[src/rtl/dds_cmd_decoder.sv]
// DDS command decoder: turns commands delivered by the SPI receiver into DDS control registers.
// Each cmd_valid high period runs one command. The FTW is committed atomically from two halves.
module dds_cmd_decoder #(
    parameter int CMD_WIDTH  = 8,
    parameter int DATA_WIDTH = 16,
    parameter int FTW_WIDTH  = 24
) (
    input  logic                  sys_clk,
    input  logic                  rst_n,
    input  logic [CMD_WIDTH-1:0]  cmd_word,
    input  logic [DATA_WIDTH-1:0] data_word,
    input  logic                  cmd_valid,
    output logic [FTW_WIDTH-1:0]  ftw,
    output logic [7:0]            amplitude,
    output logic [1:0]            wave_sel,
    output logic                  osc_en,
    output logic                  ftw_update,
    output logic                  ftw_pending,
    output logic                  cmd_err,
    output logic [7:0]            err_count
);

    localparam int FTW_HI_W = FTW_WIDTH - 16;

    localparam logic [1:0] ST_IDLE     = 2'd0;
    localparam logic [1:0] ST_EXEC     = 2'd1;
    localparam logic [1:0] ST_WAIT_LOW = 2'd2;

    localparam logic [CMD_WIDTH-1:0] CMD_FTW_LO     = CMD_WIDTH'(8'h01);
    localparam logic [CMD_WIDTH-1:0] CMD_FTW_HI     = CMD_WIDTH'(8'h02);
    localparam logic [CMD_WIDTH-1:0] CMD_AMP        = CMD_WIDTH'(8'h03);
    localparam logic [CMD_WIDTH-1:0] CMD_WAVE       = CMD_WIDTH'(8'h04);
    localparam logic [CMD_WIDTH-1:0] CMD_ENABLE     = CMD_WIDTH'(8'h05);
    localparam logic [CMD_WIDTH-1:0] CMD_SOFT_RESET = CMD_WIDTH'(8'h06);

    function automatic logic [7:0] sat_inc(input logic [7:0] v);
        logic [7:0] r;
        if (v == 8'hFF) begin
            r = 8'hFF;
        end else begin
            r = v + 8'd1;
        end
        return r;
    endfunction

    logic [1:0]            state_r;
    logic [1:0]            state_next_s;
    logic                  valid_prev_r;
    logic                  rise_s;
    logic                  exec_s;
    logic [CMD_WIDTH-1:0]  cmd_r;
    logic [DATA_WIDTH-1:0] data_r;
    logic [15:0]           staging_r;

    assign rise_s = cmd_valid & ~valid_prev_r;
    assign exec_s = (state_r == ST_EXEC);

    // Next-state logic for the command sequencer
    always_comb begin
        state_next_s = state_r;
        case (state_r)
            ST_IDLE: begin
                if (rise_s) begin
                    state_next_s = ST_EXEC;
                end else begin
                    state_next_s = ST_IDLE;
                end
            end
            ST_EXEC: begin
                if (cmd_valid) begin
                    state_next_s = ST_WAIT_LOW;
                end else begin
                    state_next_s = ST_IDLE;
                end
            end
            ST_WAIT_LOW: begin
                if (!cmd_valid) begin
                    state_next_s = ST_IDLE;
                end else begin
                    state_next_s = ST_WAIT_LOW;
                end
            end
            default: state_next_s = ST_IDLE;
        endcase
    end

    // Sequencer state, cmd_valid history and command latch
    always_ff @(posedge sys_clk or negedge rst_n) begin
        if (!rst_n) begin
            state_r      <= ST_IDLE;
            // History resets high, so a level that is already high at release is not taken as a new command
            valid_prev_r <= 1'b1;
            cmd_r        <= {CMD_WIDTH{1'b0}};
            data_r       <= {DATA_WIDTH{1'b0}};
        end else begin
            state_r      <= state_next_s;
            valid_prev_r <= cmd_valid;
            if ((state_r == ST_IDLE) && rise_s) begin
                cmd_r  <= cmd_word;
                data_r <= data_word;
            end else begin
                cmd_r  <= cmd_r;
                data_r <= data_r;
            end
        end
    end

    // Command execution into the output registers
    always_ff @(posedge sys_clk or negedge rst_n) begin
        if (!rst_n) begin
            ftw         <= {FTW_WIDTH{1'b0}};
            staging_r   <= 16'h0000;
            ftw_pending <= 1'b0;
            amplitude   <= 8'hFF;
            wave_sel    <= 2'd0;
            osc_en      <= 1'b0;
            ftw_update  <= 1'b0;
            cmd_err     <= 1'b0;
            err_count   <= 8'h00;
        end else begin
            ftw_update <= 1'b0;
            cmd_err    <= 1'b0;
            if (exec_s) begin
                case (cmd_r)
                    CMD_FTW_LO: begin
                        staging_r   <= data_r[15:0];
                        ftw_pending <= 1'b1;
                    end
                    CMD_FTW_HI: begin
                        // staging_r equals ftw[15:0] when nothing is pending, so a lone high half keeps the low bits
                        ftw         <= {data_r[FTW_HI_W-1:0], staging_r};
                        ftw_pending <= 1'b0;
                        ftw_update  <= 1'b1;
                    end
                    CMD_AMP: begin
                        amplitude <= data_r[7:0];
                    end
                    CMD_WAVE: begin
                        wave_sel <= data_r[1:0];
                    end
                    CMD_ENABLE: begin
                        osc_en <= data_r[0];
                    end
                    CMD_SOFT_RESET: begin
                        ftw         <= {FTW_WIDTH{1'b0}};
                        staging_r   <= 16'h0000;
                        ftw_pending <= 1'b0;
                        amplitude   <= 8'hFF;
                        wave_sel    <= 2'd0;
                        osc_en      <= 1'b0;
                        ftw_update  <= 1'b1;
                    end
                    default: begin
                        cmd_err   <= 1'b1;
                        err_count <= sat_inc(err_count);
                    end
                endcase
            end else begin
                ftw_pending <= ftw_pending;
            end
        end
    end

endmodule

[config.mk]
export PLATFORM = sky130hd
export DESIGN_NAME = dds_cmd_decoder
export DESIGN_NICKNAME = d
export VERILOG_FILES = /design/src/rtl/dds_cmd_decoder.sv
export SDC_FILE = /design/constraint.sdc
export NUM_CORES = 1
export LEC_CHECK = 0
export CAP_MARGIN = 5
export CORE_MARGIN = 1
export CORE_UTILIZATION = 44
export CTS_CLUSTER_SIZE = 40
export DETAILED_ROUTE_END_ITERATION = 8
export GPL_TIMING_DRIVEN = 1
export PLACE_DENSITY = 0.67
export SYNTH_ARGS = -nofsm -noshare
export SYNTH_HDL_FRONTEND = slang
export SYNTH_SLANG_ARGS = --single-unit
[constraint.sdc]
create_clock -name sys_clk -period 6.8 [get_ports sys_clk]
set_clock_uncertainty 0.15 [all_clocks]
set_input_delay 1.36 -clock sys_clk [delete_from_list [all_inputs] [get_ports sys_clk]]
set_output_delay 1.36 -clock sys_clk [all_outputs]
set_load 0.05 [all_outputs]
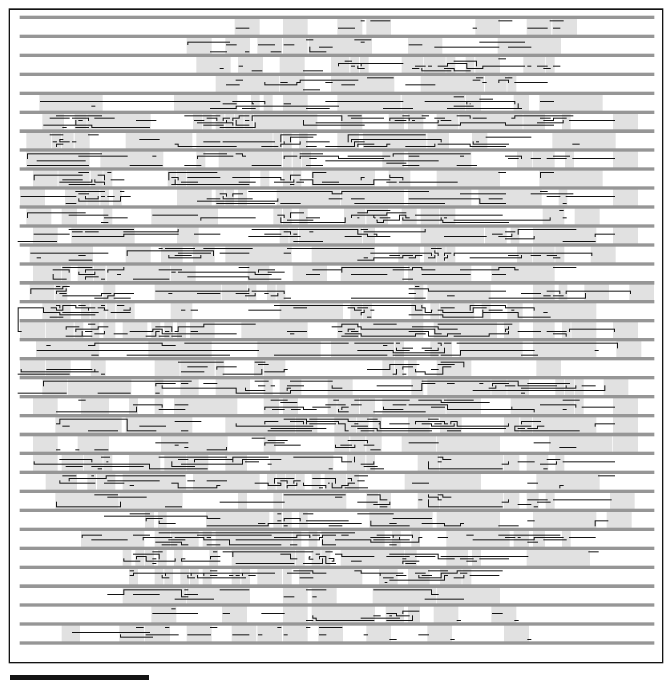
(M1 wires)
The bar under the picture is 20 um long. Supply wires on this layer in gray. Cells faint in the background.
nets with wire on the layer	371
longest straight run	31.7 um

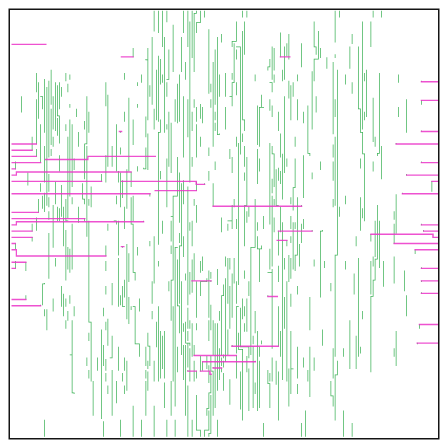
(wiring by layer)
Only two layers are drawn.
color	layer	wire length
green	met2	3420 um
magenta	met3	423 um

==> results.json <==
{
  "overflow": 0,
  "grtUsageMet3_pct": 4.39,
  "yosys-top-cells-count": "nand2_1, dfrtp_1, nand2b_1, a22o_1, o21ai_2",
  "die_h_um": 93.5,
  "rr_startpoint": "cmd_r[5]",
  "start_kind": "flop",
  "clock_latency_ns": 0.36,
  "nNetsFinal": 442,
  "globalplace.congestion": 0.755,
  "avgSynthCellArea_um2": 10.8,
  "combGateArea_mm2": 0.00133,
  "drtPass1Iterations": 6,
  "rows": 33,
  "simple_gate_share_pct": 20.3,
  "path_clk_slew_ns": 0.09,
  "ff_type": "dfrtp_1",
  "hold_class": "flop to flop",
  "antenna_found_initial": 0,
  "vdd_drop_max_v": 0.000262,
  "root_buffer": "clkbuf_8",
  "pwr_density_cell_mw_per_mm2": 356,
  "cts_setup_buffers": 0,
  "synthXorXnorAreaFrac_pct": 0.238,
  "cts_tree": "built",
  "regToRegSetupSlack_ns": 4.01,
  "critPathMaxFanout": 2,
  "min-delay-start": "ftw[22]",
  "hold_depth": 2,
  "yosysTopAreaCellShare_pct": 54.3,
  "status": "completed"
}
through the flow:
| step | utilization (%) | worst slack, ns | power, uW | std cells | cell area, um^2 |
|---|---|---|---|---|---|
| after floorplan | - | 4.52 | 1060 | 343 | 3690 |
| after global placement | 54.4 | 3.90 | 1230 | 505 | 4450 |
| after detailed placement | 54.4 | 3.88 | 1240 | 505 | 4450 |
| after CTS | 57.5 | 3.56 | 1690 | 521 | 4700 |
| after global routing | 57.5 | 3.54 | 1750 | 521 | 4700 |
| final | 57.5 | 3.58 | 1670 | 521 | 4700 |
how the worst max path moves through the flow:
stage | start | depth (start not counted) | slack (ns) | to
global route | amplitude[4] | 1 | 3.54 | amplitude[4]
detailed placement | cmd_valid | 6 | 3.88 | data_r[1]
global placement | cmd_valid | 6 | 3.90 | cmd_r[6]
floorplan | cmd_valid | 5 | 4.52 | data_r[10]
finish | amplitude[4] | 1 | 3.58 | amplitude[4]
CTS | amplitude[7] | 1 | 3.56 | amplitude[7]
power by group:
group	switching (uW)	internal [uW]	leakage, uW
Sequential	96.4	644	0.00116
Combinational	301	184	0.000859
Clock	192	255	0.000119
Total	590	1080	0.00213
final cells by class:
cell class / count / area share (%)
flip-flops and latches: 89 / 47.7
multi-input cells: 232 / 28.3
well taps: 105 / 2.80
clock buffers: 10 / 2.93
clock inverters: 6 / 2.42
inverters: 6 / 0.479
repair buffers: 73 / 15.5
layer usage:
metal | part of all wire [%] | vias up | wire length, um
met5 | 0 | - | 0
met4 | 1.7 | 0 | 126
met3 | 5.7 | 13 | 423
met2 | 46 | 66 | 3420
met1 | 46 | 1265 | 3450
li1 | - | 1301 | -
No activity file was given, so power comes from the tool's default toggle rates.
